`src/rtl/pri_pkg.sv`:
```
// Shared types and sizing constants for the priority decoder block.
package pri_pkg;

    localparam int CODE_W = 3;
    localparam int LINES  = 8;
    localparam int CNT_W  = 8;
    localparam int HOLD_W = 4;

    typedef enum logic [1:0] {
        IDLE  = 2'd0,
        GRANT = 2'd1,
        DONE  = 2'd2
    } state_e;

endpackage

```
`src/rtl/pri_deco_3to8.sv`:
```
// 3-to-8 one-hot decoder: code 000 drives line 7, code 111 drives line 0.
module pri_deco_3to8
    import pri_pkg::*;
(
    input  logic [CODE_W-1:0] code_i,
    input  logic              en_i,
    output logic [LINES-1:0]  onehot_o
);

    // Decode the code to a single active line, or all-zero when disabled.
    always_comb begin
        onehot_o = {LINES{1'b0}};
        if (en_i) begin
            onehot_o[3'd7 - code_i] = 1'b1;
        end else begin
            onehot_o = {LINES{1'b0}};
        end
    end

endmodule

```
`src/rtl/pri_deco.sv`:
```
// Priority-code grant generator: accepts a code, holds the matching one-hot
// grant for HOLD_CYCLES cycles, then pulses done and bumps the completion count.
module pri_deco
    import pri_pkg::*;
#(
    parameter int HOLD_CYCLES = 4
) (
    input  logic              clk,
    input  logic              rst,
    input  logic              en,
    input  logic [CODE_W-1:0] code,
    input  logic              v,
    output logic              ready,
    output logic [LINES-1:0]  grant,
    output logic              busy,
    output logic              done,
    output logic [CNT_W-1:0]  count
);

    localparam logic [HOLD_W-1:0] HOLD_LOAD = HOLD_W'(HOLD_CYCLES - 1);

    state_e              state_q;
    logic [CODE_W-1:0]   code_q;
    logic [HOLD_W-1:0]   hold_q;
    logic [CNT_W-1:0]    count_q;
    logic [LINES-1:0]    grant_q;

    logic                accept_s;
    logic                keep_s;
    logic [CODE_W-1:0]   dec_code_s;
    logic                dec_en_s;
    logic [LINES-1:0]    dec_s;

    // A code is taken only when idle, enabled and valid.
    assign accept_s = en && v && (state_q == IDLE);

    // Grant stays up while in GRANT with more hold cycles left and en high.
    assign keep_s = (state_q == GRANT) && en && (hold_q != {HOLD_W{1'b0}});

    // On acceptance decode the incoming code; afterwards only the captured one.
    assign dec_code_s = accept_s ? code : code_q;
    assign dec_en_s   = accept_s || keep_s;

    pri_deco_3to8 u_dec (
        .code_i   (dec_code_s),
        .en_i     (dec_en_s),
        .onehot_o (dec_s)
    );

    // Control FSM with capture register, hold counter, grant and completion count.
    always_ff @(posedge clk) begin
        if (rst) begin
            state_q <= IDLE;
            code_q  <= {CODE_W{1'b0}};
            hold_q  <= {HOLD_W{1'b0}};
            count_q <= {CNT_W{1'b0}};
            grant_q <= {LINES{1'b0}};
        end else begin
            grant_q <= dec_s;
            case (state_q)
                IDLE: begin
                    if (accept_s) begin
                        state_q <= GRANT;
                        code_q  <= code;
                        hold_q  <= HOLD_LOAD;
                    end
                end
                GRANT: begin
                    if (!en) begin
                        state_q <= IDLE;
                        hold_q  <= {HOLD_W{1'b0}};
                    end else if (hold_q == {HOLD_W{1'b0}}) begin
                        state_q <= DONE;
                    end else begin
                        hold_q <= hold_q - HOLD_W'(1);
                    end
                end
                DONE: begin
                    count_q <= count_q + CNT_W'(1);
                    state_q <= IDLE;
                end
                default: begin
                    state_q <= IDLE;
                    hold_q  <= {HOLD_W{1'b0}};
                end
            endcase
        end
    end

    assign ready = (state_q == IDLE);
    assign busy  = (state_q == GRANT) || (state_q == DONE);
    assign done  = (state_q == DONE);
    assign grant = grant_q;
    assign count = count_q;

endmodule

```
`config.mk`:
```
export PLATFORM = sky130hd
export DESIGN_NAME = pri_deco
export DESIGN_NICKNAME = d
export VERILOG_FILES = /design/src/rtl/pri_pkg.sv /design/src/rtl/pri_deco_3to8.sv /design/src/rtl/pri_deco.sv
export SDC_FILE = /design/constraint.sdc
export NUM_CORES = 1
export LEC_CHECK = 0
export ABC_AREA = 1
export CAP_MARGIN = 40
export CORE_UTILIZATION = 46
export CTS_BUF_LIST = sky130_fd_sc_hd__clkbuf_8
export DETAILED_ROUTE_END_ITERATION = 8
export PLACE_DENSITY = 0.74
export SYNTH_ARGS = -nofsm -noshare
export SYNTH_HDL_FRONTEND = slang
export SYNTH_SLANG_ARGS = --single-unit
```
`constraint.sdc`:
```
create_clock -name clk -period 2.4 [get_ports clk]
set_input_delay 0.24 -clock clk [delete_from_list [all_inputs] [get_ports clk]]
set_output_delay 0.24 -clock clk [all_outputs]
set_load 0.03 [all_outputs]
```
==> images/util_map.png <==
Scale: 6 px per µm. 10 x 10 tiles, from black (low) to pale yellow (high), 0 to 100% covered.
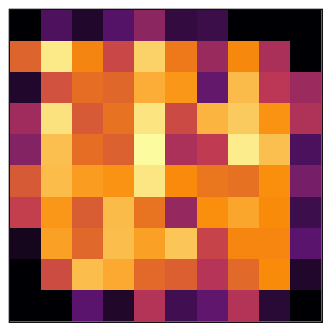
nearly empty tiles: 9.0%
tiles over 75% full: 29%
fullest tile: 99%

==> images/clock_nets.png <==
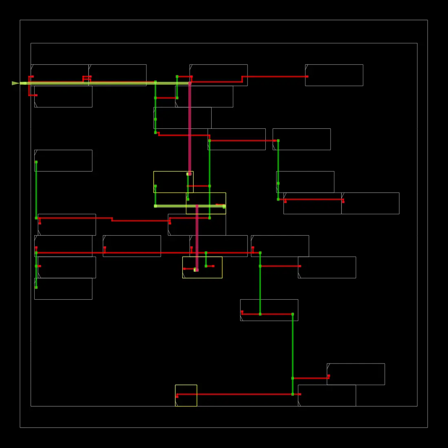
clock group power: 252 µW
FFs & Latches: 25
final clock skew: 8.287 ps
clock sink count: 25
final-layout clock buffer total: 3

==> images/clock_wires.png <==
Scale: 12 px per µm.
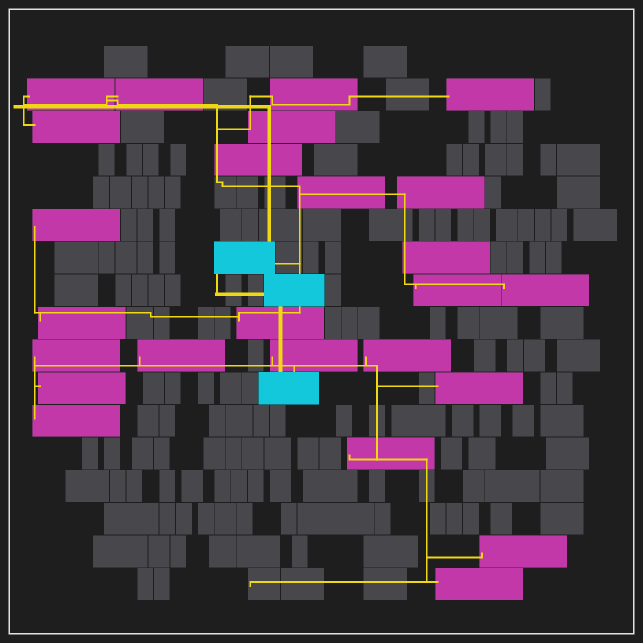
[flip-flops] magenta | count: 25
[clock wires] yellow | length: 277 µm
[clock-net drivers] cyan | count: 3
routed clock nets: 4
share of total power in the clock network: 30.5%
clk ins delay skew pair: 270 ps

==> design notes <==
The flow ran to the end, and the final reports show no timing, DRC or antenna violations. The tightest hold margin came out at 492.5 ps. In this run, the synthesized area fraction spent on and/or/nand/nor cells is recorded as 32.21%. The flow reported a cell area power density of 559.0 nW/µm². For the tally of non-filler cells in the final layout, the log shows 217. The cell area that synthesis handed to floorplanning was 1146 µm². For this run, the chip area from Yosys synthesis comes to 1146 µm². Final clock period utilization by the worst path: 80.71%. With the part of the Yosys area used for sequential elements at 43.67%, the antenna diode count is 0.

Per the final layout report, the fraction of cells sized above drive strength 1 comes to 6.349%. The portion of synthesized area spent on multiplexers is 0%. The number of setup buffers added after CTS is 0. The run gives 9.733 µm for the routed length per instance.

The final layout reports a setup TNS of 0 ps. The layout has 208 filler cells. Cell-internal power: 598.0 µW. The run gives 738.7 ps for the worst-case setup slack after placement. The worst register-to-register path depth is 8. The leakage component of the power was reported as 0.6485 nW. The fraction of met2 tracks used by global routing is 31.62%. Max-cap violations in this run came to 0. Detailed routing inserted a total of 1019 vias. Leaving out fill and tap cells, the most frequent cell in the layout is sky130_fd_sc_hd__nand2_1.

In this run, post-CTS repair resized a total of 0 instances. Multi-input gates account for 36.36% of the area. The OpenROAD warning count was 29. The fraction of cell area in sequential cells is reported as 33.90%. After detailed routing, the met3 layer carries 69 µm of wire. The logs give 891 for the via count of the first global-routing pass and 516.2 MHz for the highest achievable clock rate.

Synthesis instantiated 19 different standard cells from the library. Per the OpenROAD floorplan log, the height of the die is 51.92 µm. The layout has 25 buffers outside the clock class. The worst path meets setup with 462.9 ps of slack.

Per the TritonCTS log, the buffer count is 3. The number of DRC violations after detailed routing came out at 0. Final number of setup-violating endpoints: 0.

The global routing report lists met3 layer usage as 3.509%. The root buffer cell chosen for the clock tree is sky130_fd_sc_hd__clkbuf_8.
==> images/closeup.png <==
Window x 13 to 38, y 13 to 38 µm. Cells in gray, sequential cells in the stronger gray; small squares are vias.
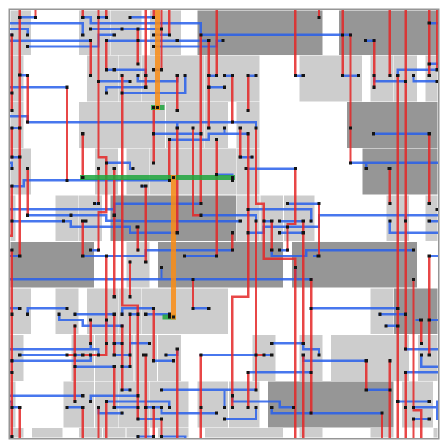
[M2] red
[M1] blue
[M3] green
[M4] orange
sequential cells in the window: 9
cells with their middle in the window: 61
netlist names of flops here include: `count` (3), `grant` (2), `state_q` (2)
most frequent: nand2_1 (18), dfxtp_1 (9), inv_1 (7)

==> images/class_map.png <==
Scale: 8 px per µm. Fill, decap, tap and diode cells in gray.
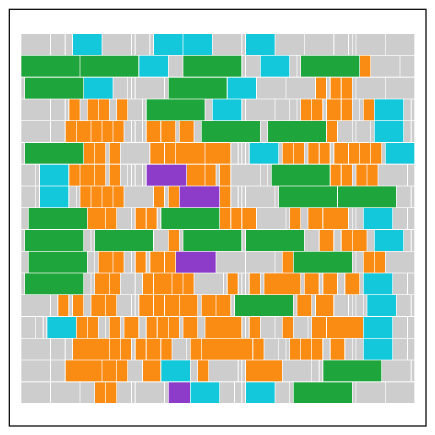
[clock drivers and dummy loads] purple | cells: 4 | share of their area: 3.4%
[sequential cells] green | cells: 25 | share of their area: 35%
[remaining logic cells] orange | cells: 135 | share of their area: 45%
[remaining buffers and delay cells] cyan | cells: 25 | share of their area: 17%

Yosys cell counts:
cell type	n	area [µm²]
sky130_fd_sc_hd__xor2_1	1	8.760
sky130_fd_sc_hd__dfxtp_1	25	500.5
sky130_fd_sc_hd__nand2_2	3	18.77
sky130_fd_sc_hd__o21ai_0	7	35.03
sky130_fd_sc_hd__nor2_2	1	6.260
sky130_fd_sc_hd__nand3_4	1	17.52
sky130_fd_sc_hd__nand3_1	7	35.03
sky130_fd_sc_hd__clkbuf_1	1	3.750
sky130_fd_sc_hd__inv_1	27	101.4
sky130_fd_sc_hd__a21oi_1	7	35.03
sky130_fd_sc_hd__nor2_1	23	86.33
sky130_fd_sc_hd__nor3_1	8	40.04
sky130_fd_sc_hd__nand4_1	2	12.51
sky130_fd_sc_hd__ha_1	6	75.07
sky130_fd_sc_hd__nand3_2	1	10.01
sky130_fd_sc_hd__nand2_1	38	142.6
sky130_fd_sc_hd__o21ai_1	1	5.000
sky130_fd_sc_hd__o21ai_2	1	8.760
sky130_fd_sc_hd__inv_2	1	3.750
logic make-up after synthesis:
family / count (synthesis)
adder cells (fa/ha/maj): 6
buffers and inverters: 29
AND-OR/OR-AND: 16
AND/OR/NAND/NOR: 84
XOR/XNOR: 1
flip-flops: 25
worst max-delay path: stages (launching register included):
cell	delay, ps
sky130_fd_sc_hd__dfxtp_1	340
sky130_fd_sc_hd__inv_1	90
sky130_fd_sc_hd__ha_1	290
sky130_fd_sc_hd__clkdlybuf4s50_1	720
power groups by stage:
stage | Combinational [mW] | Clock, mW | Sequential, mW
finish | 0.137 | 0.252 | 0.437
global route | 0.156 | 0.277 | 0.439
CTS | 0.138 | 0.258 | 0.437
detailed placement | 0.138 | 0 | 0.446
global placement | 0.134 | 0 | 0.446
floorplan | 0.0922 | 0 | 0.450
Power figures rest on the tool's default switching activity, not on a simulated workload.
